<file path="src/rtl/if_pc_gen.sv">
// -----------------------------------------------------------------------------
// if_pc_gen -- fetch-side PC generator and fetch-request initiator.
//
// Issues one instruction fetch at a time, captures the response, predicts the
// next PC from a mini-decode of the captured instruction (JAL, JALR, static
// backward-taken branches) and presents instruction/PC/prediction to ID.
// EX-stage redirects override everything.
//
// Handshake semantics (all interfaces):
//   A transfer happens on a rising edge where valid and ready are both high.
//   Once valid is raised it stays high with its payload stable until that
//   transfer, unless an EX redirect (ex_flush_i) withdraws it. ifu_rsp_valid_i
//   has no ready: a response is always consumed on the edge it is valid.
//
// Ports:
//   clk, rst_n                 clock (rising edge), async active-low reset
//   ifu_req_valid_o/ready_i    fetch request handshake
//   ifu_req_pc_o               fetch address
//   ifu_rsp_valid_i/instr_i    fetch response (always accepted)
//   pc_gen_rs1_idx_o           regfile read index for a JALR base
//   rf_rs1_rdata_i             regfile read data (combinational)
//   rs1_busy_i                 write pending to the JALR base register
//   if_valid_o/id_ready_i      instruction handshake towards ID
//   if_instr_o, if_pc_o        instruction and its PC
//   if_pred_taken_o/pred_pc_o  prediction for the next PC
//   ex_flush_i, ex_flush_pc_i  redirect from EX and its target
//   dbg_state                  current FSM state (debug visibility)
// -----------------------------------------------------------------------------

// Mini decoder: classifies control-flow instructions and extracts the
// sign-extended immediate and rs1 field needed for next-PC prediction.
module if_mini_dec #(
  parameter int XLEN = 64
) (
  input  logic [31:0]     instr,
  output logic            is_jal,
  output logic            is_jalr,
  output logic            is_branch,
  output logic [4:0]      rs1,
  output logic [XLEN-1:0] imm
);
  localparam logic [6:0] OP_JAL    = 7'b1101111;
  localparam logic [6:0] OP_JALR   = 7'b1100111;
  localparam logic [6:0] OP_BRANCH = 7'b1100011;

  logic [6:0] opcode;

  assign opcode    = instr[6:0];
  assign is_jal    = (opcode == OP_JAL);
  assign is_jalr   = (opcode == OP_JALR);
  assign is_branch = (opcode == OP_BRANCH);
  assign rs1       = instr[19:15];

  always_comb begin
    imm = '0;
    if (is_jal) begin
      // J-type: imm[20|10:1|11|19:12]
      imm = {{(XLEN-20){instr[31]}}, instr[19:12], instr[20], instr[30:21], 1'b0};
    end else if (is_branch) begin
      // B-type: imm[12|10:5] ... imm[4:1|11]
      imm = {{(XLEN-12){instr[31]}}, instr[7], instr[30:25], instr[11:8], 1'b0};
    end else if (is_jalr) begin
      // I-type: imm[11:0]
      imm = {{(XLEN-11){instr[31]}}, instr[30:20]};
    end
  end
endmodule

module if_pc_gen #(
  parameter int              XLEN     = 64,
  parameter logic [XLEN-1:0] RESET_PC = XLEN'(64'h8000_0000)
) (
  input  logic            clk,
  input  logic            rst_n,
  output logic            ifu_req_valid_o,
  input  logic            ifu_req_ready_i,
  output logic [XLEN-1:0] ifu_req_pc_o,
  input  logic            ifu_rsp_valid_i,
  input  logic [31:0]     ifu_rsp_instr_i,
  output logic [4:0]      pc_gen_rs1_idx_o,
  input  logic [XLEN-1:0] rf_rs1_rdata_i,
  input  logic            rs1_busy_i,
  output logic            if_valid_o,
  output logic [31:0]     if_instr_o,
  output logic [XLEN-1:0] if_pc_o,
  output logic            if_pred_taken_o,
  output logic [XLEN-1:0] if_pred_pc_o,
  input  logic            id_ready_i,
  input  logic            ex_flush_i,
  input  logic [XLEN-1:0] ex_flush_pc_i,
  output logic [2:0]      dbg_state
);

  typedef enum logic [2:0] {
    BOOT  = 3'd0,
    REQ   = 3'd1,
    WAIT  = 3'd2,
    HOLD  = 3'd3,
    JWAIT = 3'd4
  } state_t;

  state_t          state;
  logic [XLEN-1:0] pc_q;
  // Set when the outstanding fetch was redirected away: its response is junk.
  logic            kill_q;

  // Decode source: in WAIT the incoming response is decoded directly so the
  // prediction is registered together with the instruction. In JWAIT the
  // captured instruction is decoded again to finish the deferred JALR.
  logic            in_wait;
  logic [31:0]     dec_instr;
  logic [XLEN-1:0] dec_pc;
  logic            dec_is_jal;
  logic            dec_is_jalr;
  logic            dec_is_branch;
  logic [4:0]      dec_rs1;
  logic [XLEN-1:0] dec_imm;

  logic [XLEN-1:0] seq_pc;
  logic [XLEN-1:0] rel_pc;
  logic [XLEN-1:0] jalr_base;
  logic [XLEN-1:0] jalr_tgt;
  logic            pred_taken;
  logic [XLEN-1:0] pred_pc;

  assign in_wait   = (state == WAIT);
  assign dec_instr = in_wait ? ifu_rsp_instr_i : if_instr_o;
  assign dec_pc    = in_wait ? pc_q : if_pc_o;

  if_mini_dec #(
    .XLEN (XLEN)
  ) u_mini_dec (
    .instr     (dec_instr),
    .is_jal    (dec_is_jal),
    .is_jalr   (dec_is_jalr),
    .is_branch (dec_is_branch),
    .rs1       (dec_rs1),
    .imm       (dec_imm)
  );

  // x0 always reads as zero regardless of what the regfile port returns.
  assign jalr_base = (dec_rs1 == 5'd0) ? '0 : rf_rs1_rdata_i;
  assign jalr_tgt  = (jalr_base + dec_imm) & ~(XLEN'(1));
  assign seq_pc    = dec_pc + XLEN'(4);
  assign rel_pc    = dec_pc + dec_imm;

  // Static prediction: jumps always taken, branches taken only when the
  // offset is negative (loop back-edges), everything else falls through.
  always_comb begin
    pred_taken = 1'b0;
    pred_pc    = seq_pc;
    if (dec_is_jal) begin
      pred_taken = 1'b1;
      pred_pc    = rel_pc;
    end else if (dec_is_branch) begin
      pred_taken = dec_imm[XLEN-1];
      pred_pc    = dec_imm[XLEN-1] ? rel_pc : seq_pc;
    end else if (dec_is_jalr) begin
      pred_taken = 1'b1;
      pred_pc    = jalr_tgt;
    end
  end

  assign ifu_req_pc_o     = pc_q;
  assign pc_gen_rs1_idx_o = dec_rs1;
  assign dbg_state        = state;

  always_ff @(posedge clk or negedge rst_n) begin
    if (!rst_n) begin
      state           <= BOOT;
      pc_q            <= RESET_PC;
      kill_q          <= 1'b0;
      ifu_req_valid_o <= 1'b0;
      if_valid_o      <= 1'b0;
      if_instr_o      <= '0;
      if_pc_o         <= '0;
      if_pred_taken_o <= 1'b0;
      if_pred_pc_o    <= '0;
    end else if (ex_flush_i) begin
      // Redirect wins in every state. What matters is whether a fetch is
      // still in flight afterwards: if so, wait for and discard it.
      pc_q       <= ex_flush_pc_i;
      if_valid_o <= 1'b0;
      case (state)
        REQ: begin
          if (ifu_req_ready_i) begin
            // The request was accepted this very edge: it is now in flight.
            state           <= WAIT;
            kill_q          <= 1'b1;
            ifu_req_valid_o <= 1'b0;
          end else begin
            state           <= REQ;
            ifu_req_valid_o <= 1'b1;
          end
        end
        WAIT: begin
          if (ifu_rsp_valid_i) begin
            // Response lands on the flush edge: drop it, nothing in flight.
            state           <= REQ;
            kill_q          <= 1'b0;
            ifu_req_valid_o <= 1'b1;
          end else begin
            state           <= WAIT;
            kill_q          <= 1'b1;
            ifu_req_valid_o <= 1'b0;
          end
        end
        default: begin
          state           <= REQ;
          ifu_req_valid_o <= 1'b1;
        end
      endcase
    end else begin
      case (state)
        BOOT: begin
          state           <= REQ;
          ifu_req_valid_o <= 1'b1;
        end
        REQ: begin
          if (ifu_req_ready_i) begin
            state           <= WAIT;
            ifu_req_valid_o <= 1'b0;
          end
        end
        WAIT: begin
          if (ifu_rsp_valid_i) begin
            if (kill_q) begin
              kill_q          <= 1'b0;
              state           <= REQ;
              ifu_req_valid_o <= 1'b1;
            end else begin
              if_instr_o <= ifu_rsp_instr_i;
              if_pc_o    <= pc_q;
              if (dec_is_jalr && rs1_busy_i) begin
                // Base register not yet written back: finish in JWAIT.
                state <= JWAIT;
              end else begin
                if_valid_o      <= 1'b1;
                if_pred_taken_o <= pred_taken;
                if_pred_pc_o    <= pred_pc;
                pc_q            <= pred_pc;
                state           <= HOLD;
              end
            end
          end
        end
        JWAIT: begin
          if (!rs1_busy_i) begin
            if_valid_o      <= 1'b1;
            if_pred_taken_o <= pred_taken;
            if_pred_pc_o    <= pred_pc;
            pc_q            <= pred_pc;
            state           <= HOLD;
          end
        end
        HOLD: begin
          if (id_ready_i) begin
            if_valid_o      <= 1'b0;
            state           <= REQ;
            ifu_req_valid_o <= 1'b1;
          end
        end
        default: begin
          state           <= BOOT;
          ifu_req_valid_o <= 1'b0;
        end
      endcase
    end
  end

endmodule

</file>
<file path="config.mk">
export PLATFORM = sky130hd
export DESIGN_NAME = if_pc_gen
export DESIGN_NICKNAME = d
export VERILOG_FILES = /design/src/rtl/if_pc_gen.sv
export SDC_FILE = /design/constraint.sdc
export NUM_CORES = 1
export LEC_CHECK = 0
export CORE_MARGIN = 2
export CORE_UTILIZATION = 55
export CTS_BUF_LIST = sky130_fd_sc_hd__clkbuf_16
export DETAILED_ROUTE_END_ITERATION = 10
export PLACE_DENSITY = 0.85
export SLEW_MARGIN = 30
export SYNTH_ARGS = -nofsm -noshare
export SYNTH_HDL_FRONTEND = slang
export SYNTH_HIERARCHICAL = 1
export SYNTH_SLANG_ARGS = --single-unit
</file>
<file path="constraint.sdc">
create_clock -name clk -period 8.9 [get_ports clk]
set_input_delay 0.89 -clock clk [delete_from_list [all_inputs] [get_ports clk]]
set_output_delay 0.89 -clock clk [all_outputs]
set_load 0.05 [all_outputs]
</file>
==> reports/summary.txt, run 1 <==
Non-clk buf share = 0.1591
Placed Cells incl. Taps = 3620
CP Class = reg2reg
First-pass GRT wire length = 144400 um
Non-Filler Instances = 3673
Seq/Total Area, Yosys = 0.2612
Avg Cell Area, Syn = 7.687 sq um
Hold Slack = 0.2663 ns
Met2 wire length = 43850 um
Count of library flops with an enable pin = 0
CTS buffer count = 27
Residual DRC = 0
#MultiIn Comb = 2376
List of most frequent post-synthesis cells = 563 x nand2_1, 241 x a21oi_1, 230 x dfrtp_1
Iteration-0 DRC Markers = 2881
Most numerous logic cell after layout = nand2_1
Yosys cell count = 2880
GRT Util Overall = 0.4544
Top area contributor share = 0.2600
Status = completed
Well tap count = 525
Overflow after GRT = 0
Simple share = 0.2407
Register share of the cell area = 0.2143
Endpoint class of the critical path = register
Ys Warns = 6
Tool Warnings = 30
Routed Antenna Nets = 0
Worst hold path type = in2async
Post-synth regs = 231
# diodes = 2
Post-synthesis mux area share = 0.07166
Comb area = 15140 sq um
Clock Tree Root = clkbuf_16
Crit-path slowest cell = o31ai_2
Design Area, Final = 26980 sq um
Initial antenna violation count = 4
GRT Max-Usage Layer = met2
Fmax = 0.1491 GHz
Layout area overhead = 21.86%
CP max stage delay = 0.91 ns
Total core area = 39730 sq um
Overall power = 9.233 mW
Final period util = 0.7536
DIE AREA = 41870 sq um
Via density = 6.697
Post-Syn Area = 22140 sq um
CTS tree = built
Met1 Track Usage GR = 0.5088
Clock sink total = 231
Worst skew pair latency = 0.62 ns
Combinational share of cell area = 0.5612
FFs w/ async S/R, synth = 1.000
Largest delay share family, worst path = AND-OR/OR-AND gates
Pre-CTS setup slack = 2.533 ns
Synth area leader = dfrtp_1
Max Cap Viol = 0
Signal buffers = 432
Setup-failing EPs final = 0
Avg WL per Cell = 26.61 um
Nets@finish = 3420
Post-CTS Setup Bufs = 0
Top FF cell, synth = dfrtp_1
Leakage = 11.82 nW
Flip-flops = 231
Fillers = 3217
Clock buffer cells = 27
Endpoints failing hold = 0
PostCTS Resize Cnt = 0
XOR/XNOR Area Share = 0.06449
Synth Area in Adders = 0.07302
Number of global-route vias before repair = 23960
Crit path time final = 6.707 ns
First drt pass iteration count = 8
Setup ws final = 2.193 ns
Critical Path AT = 7.24 ns
Metal-1 WL = 34260 um
Finished Core Util = 0.6790
Max IR drop VDD = 0.3104 mV
Share of post-route cells with drive strength above 1 = 0.07279
Length of routed met3 wiring = 10330 um
-- run 1: sequential cells by signal, summed over array words and instances (netlist names) --
| register | count |
|---|---|
| dbg_state | 3 |
| if_instr_o | 32 |
| if_pc_o | 64 |
| if_pred_pc_o | 64 |
| if_pred_taken_o | 1 |
| if_valid_o | 1 |
| ifu_req_pc_o | 64 |
| ifu_req_valid_o | 1 |
| kill_q | 1 |
-- run 1: power breakdown --
group / switching [mW] / total (mW) / internal (mW)
Sequential: 0.488 / 1.94 / 1.45
Clock: 0.524 / 1.17 / 0.644
Combinational: 4.15 / 6.13 / 1.97
-- run 1: kinds of logic (layout without fill, tap and decap cells) --
family,count (synthesis),count (layout)
AOI/OAI and AO/OA,789,789
xor gates and xnor gates,163,163
adders and majority gates,128,128
buffers and inverters,273,539
DFF,231,231
muxes,144,144
other,0,2
and+or+nand+nor,1152,1152
-- run 1: final timing paths --
check                                             startpoint                            to  slack, ns  depth (start not counted)
worst min-delay path                                   rst_n    if_instr_o[30]$_DFFE_PN0P_       0.27                          1
worst max register to register      dbg_state[2]$_DFFE_PN0P_  ifu_req_pc_o[51]$_DFFE_PN0P_       2.19                         17
worst min register to register  if_pred_pc_o[31]$_DFFE_PN0P_  if_pred_pc_o[31]$_DFFE_PN0P_       0.48                          1
min in group clk                if_pred_pc_o[31]$_DFFE_PN0P_  if_pred_pc_o[31]$_DFFE_PN0P_       0.48                          1
worst max-delay path                dbg_state[2]$_DFFE_PN0P_  ifu_req_pc_o[51]$_DFFE_PN0P_       2.19                         17
max in group asynchronous                              rst_n  ifu_req_pc_o[45]$_DFFE_PN0P_       7.28                          3
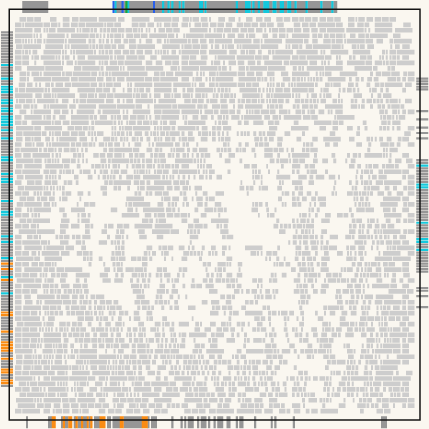
run_1/pins.png
Drawn at 2 px/um. Pins as bars across the die edge, other pins in grey.
[green] ifu_req_ready_i | pins: 1 | direction: input | edge: top
[cyan] ifu_req_pc_o | pins: 64 | direction: output | edge: 29 top, 28 left, 7 right
[blue] dbg_state | pins: 3 | direction: output | edge: top
[orange] if_instr_o | pins: 32 | direction: output | edge: 17 bottom, 15 left
Die Wd: 204.6 um
IO buf count: 401
die height: 204.6 um

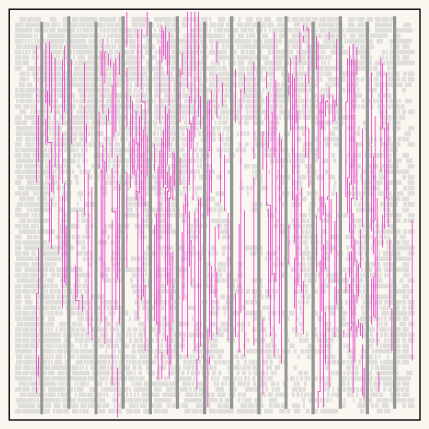
run_1/met4.png
Drawn at 2 px/um. Supply wires on this layer in grey.
wire length on this layer: 9280 um
share of all routed wire: 9.5%
longest straight run: 112 um
main direction: vertical
Routed WL: 97730 um
DR vias: 24600

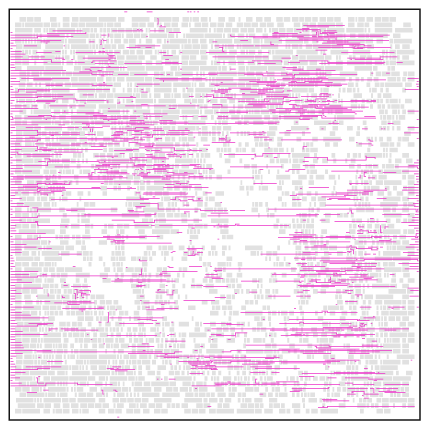
run_1/met3.png
Drawn at 2 px/um.
longest straight run: 80.5 um
main direction: horizontal
met3 GRT Util: 0.1347

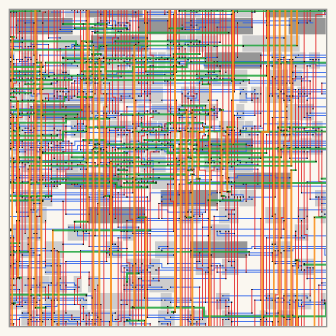
run_1/zoom.png
Window x 128 to 178, y 128 to 178 um. Cells in grey, sequential cells in the stronger grey; small squares are vias.
[green] met3
[blue] met1
[orange] met4
[red] met2
cells with their middle in the window: 183
sequential cells in the window: 13
netlist names of flops here include: if_pred_pc_o (6), ifu_req_pc_o (5), if_pc_o (2)
most frequent: nand2_1 (34), nor2_1 (13), dfrtp_1 (13)

==> run 2, diff against run 1 <==
CORE_UTILIZATION = 49   (was 55)
PLACE_DENSITY = 0.8   (was 0.85)
clock period = 5.5 ns   (was 8.9 ns; I/O delays follow)
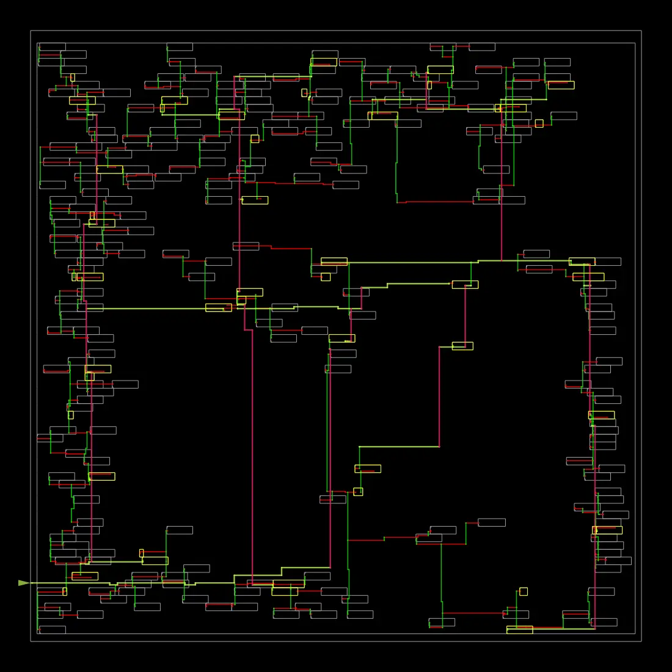
run_2/final_clocks.png
clock sink total: 231
CTS buffer count: 27
clock skew: 0.02074 ns
clk pwr: 1.83 mW

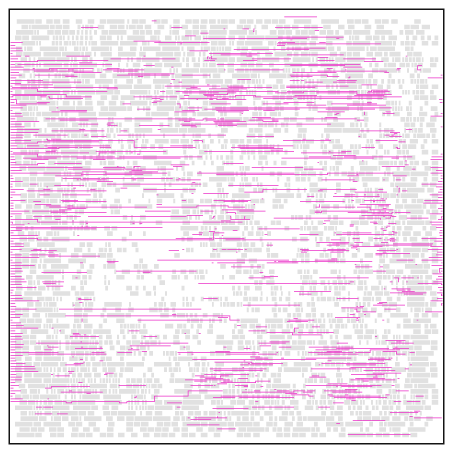
run_2/met3.png
Drawn at 2 px/um.
wire length on this layer: 9650 um
nets with wire on the layer: 609
Routed WL: 101200 um
DR vias: 24510
met3 GRT Util: 0.09361

==> run 2 against run 1 <==
The flow now finishes with violations (hold timing). Wire length is 3.6% higher. Final cell count rose by 4.3%. Worst setup slack worse by 2.1 ns. Critical path type unchanged. Largest cell class unchanged. Largest power group unchanged. Highest routed layer is now met4.
==> reports/summary.txt, run 2 <==
Clock Tree Root = clkbuf_16 (unchanged)
Hold Buf Count CTS = 0 (unchanged)
Main area contributors = dfrtp_1 26%, nand2_1 9.5%, ha_1 7.1%, a21oi_1 5.4%, mux2_2 5.2% (unchanged)
Endpoint class of the critical path = register (unchanged)
Via density = 6.397 (was 6.697)
Initial antenna violation count = 3 (was 4)
Worst skew pair latency = 0.61 ns (was 0.62 ns)
Avg WL per Cell = 26.43 um (was 26.61 um)
Endpoints failing hold = 2 (was 0)
Most numerous logic cell after layout = nand2_1 (unchanged)
Net count after synthesis = 3175 (unchanged)
Pre-CTS setup slack = -0.007485 ns (was 2.533 ns)
First-pass GRT wire length = 149200 um (was 144400 um)
GRT Util Overall = 0.4160 (was 0.4544)
Leakage = 12.36 nW (was 11.82 nW)
Area reported by Yosys stat = 22140 sq um (unchanged)
Worst R2R Setup Slack = 0.10 ns (was 2.19 ns)
CP Class = reg2reg (unchanged)
Top FF cell, synth = dfrtp_1 (unchanged)
Metal-1 WL = 38650 um (was 34260 um)
Post-synthesis mux area share = 0.07166 (unchanged)
CP max stage delay = 0.55 ns (was 0.91 ns)
Avg Cell Area, Syn = 7.687 sq um (unchanged)
Status = finished with violations (was completed)
GRT Max-Usage Layer = met2 (unchanged)
Simple share = 0.2407 (unchanged)
Post-DP HPWL = 78990 um (was 73760 um)
Share of post-route cells with drive strength above 1 = 0.1170 (was 0.07279)
Non-Filler Instances = 3831 (was 3673)
Overflow after GRT = 0 (unchanged)
CTS tree = built (unchanged)
Count of library flops with an enable pin = 0 (unchanged)
Worst flop-to-flop path startpoint = dbg_state[1]$_DFFE_PN0P_ (was dbg_state[2]$_DFFE_PN0P_)
Design Area, Final = 28270 sq um (was 26980 sq um)
Synth area leader = dfrtp_1 (unchanged)
Top area contributor share = 0.2600 (unchanged)
DIE AREA = 46900 sq um (was 41870 sq um)
Routed Antenna Nets = 0 (unchanged)
Crit path time final = 5.396 ns (was 6.707 ns)
Post-Syn Area = 22140 sq um (unchanged)
XOR/XNOR Area Share = 0.06449 (unchanged)
PostCTS Resize Cnt = 0 (unchanged)
Clock slew at reported path FFs = 0.06 ns (about the same)
Nets@finish = 3513 (was 3420)
Iteration-0 DRC Markers = 2822 (was 2881)
Max IR drop VDD = 0.5422 mV (was 0.3104 mV)
Met1 Track Usage GR = 0.5100 (was 0.5088)
Comb area = 15600 sq um (was 15140 sq um)
Failing checks = hold timing
Hold Slack = -0.002951 ns (was 0.2663 ns)
Critical Path AT = 5.83 ns (was 7.24 ns)
Fillers = 3911 (was 3217)
Synth Area in Adders = 0.07302 (unchanged)
IO buf count = 401 (unchanged)
Worst-case reg-to-reg path depth = 18 (was 17)
Setup ws final = 0.1036 ns (was 2.193 ns)
First drt pass iteration count = 8 (unchanged)
Rows = 77 (was 73)
Crit-path slowest cell = or3b_4 (was o31ai_2)
Seq/Total Area, Yosys = 0.2612 (unchanged)
Worst hold path type = in2async (unchanged)
Total core area = 44410 sq um (was 39730 sq um)
Number of global-route vias before repair = 23940 (was 23960)
Placed Cells incl. Taps = 3773 (was 3620)
FFs w/ async S/R, synth = 1.000 (unchanged)
Length of routed met3 wiring = 9651 um (was 10330 um)
Post-synth regs = 231 (unchanged)
Area of all sequential standard cells = 5786 sq um (was 5782 sq um)
Yosys cell count = 2880 (unchanged)
CP Data Required Time = 5.93 ns (was 9.43 ns)
Finished Core Util = 0.6366 (was 0.6790)
Tool Warnings = 29 (was 30)
Met2 wire length = 45220 um (was 43850 um)
Fmax = 0.1853 GHz (was 0.1491 GHz)
Setup-failing EPs final = 0 (unchanged)
Reg-to-Reg End = ifu_req_pc_o[58]$_DFFE_PN0P_ (was ifu_req_pc_o[51]$_DFFE_PN0P_)
Post-CTS Setup Bufs = 1 (was 0)
Residual DRC = 0 (unchanged)
Final period util = 0.9812 (was 0.7536)
Overall power = 15.17 mW (was 9.233 mW)
Layout area overhead = 27.71% (was 21.86%)
List of most frequent post-synthesis cells = 563 x nand2_1, 241 x a21oi_1, 230 x dfrtp_1 (unchanged)
Ys Warns = 6 (unchanged)
Max Cap Viol = 0 (unchanged)
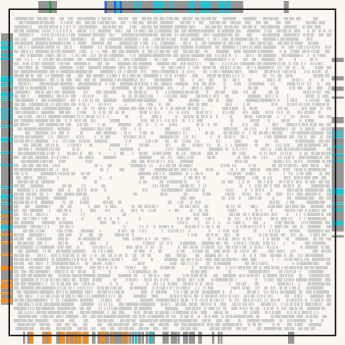
run_2/pins.png
Drawn at 1.5 px/um. Pins as bars across the die edge, other pins in grey.
[cyan] ifu_req_pc_o | pins: 64 | direction: output | edge: 27 left, 23 top, 12 right, 2 bottom
[blue] dbg_state | pins: 3 | direction: output | edge: top
[orange] if_instr_o | pins: 32 | direction: output | edge: 19 bottom, 13 left
[green] ifu_req_ready_i | pins: 1 | direction: input | edge: top
all pins by edge: 133 left, 116 top, 91 bottom, 62 right
die height: 216.6 um
Die Wd: 216.6 um

==> run 2: final cells by class <==
class | instances | area share
Sequential cell | 231 | 0.2046
Multi-Input combinational cell | 2377 | 0.5516
Clock buffer | 27 | 0.02390
Clock inverter | 22 | 0.006594
Antenna cell | 1 | 0.00008851
Timing Repair Buffer | 524 | 0.1794
Inverter | 57 | 0.007567
Tap cell | 592 | 0.02620
==> run 2: how the worst max path moves through the flow <==
stage | start | endpoint | slack, ns | depth (start not counted)
after floorplan | dbg_state[2]$_DFFE_PN0P_ | ifu_req_pc_o[43]$_DFFE_PN0P_ | 0.0008 | 29
after global placement | dbg_state[1]$_DFFE_PN0P_ | ifu_req_pc_o[50]$_DFFE_PN0P_ | 0.03 | 18
after detailed placement | dbg_state[1]$_DFFE_PN0P_ | ifu_req_pc_o[58]$_DFFE_PN0P_ | -0.007 | 18
after CTS | dbg_state[1]$_DFFE_PN0P_ | ifu_req_pc_o[58]$_DFFE_PN0P_ | 0.02 | 18
after global routing | dbg_state[0]$_DFFE_PN0P_ | ifu_req_pc_o[57]$_DFFE_PN0P_ | -0.02 | 17
final | dbg_state[1]$_DFFE_PN0P_ | ifu_req_pc_o[58]$_DFFE_PN0P_ | 0.10 | 18
==> run 2: critical path, delay by kind of cell (launching register included) <==
family	cells	cell delay [ns]
AOI/OAI and AO/OA	6	1.65
muxes	1	0.16
DFF	1	0.51
and+or+nand+nor	8	2.15
adders and majority gates	1	0.38
buffers and inverters	2	0.40
==> run 2: where the power goes <==
group          total (mW)  internal [mW]  switching [mW]  leakage (nW)
sequential           3.22           2.35           0.875          2.89
clock                1.83          0.995           0.834         0.433
combinational        10.1           3.43            6.69          9.04
No activity file was given, so power comes from the tool's default toggle rates.
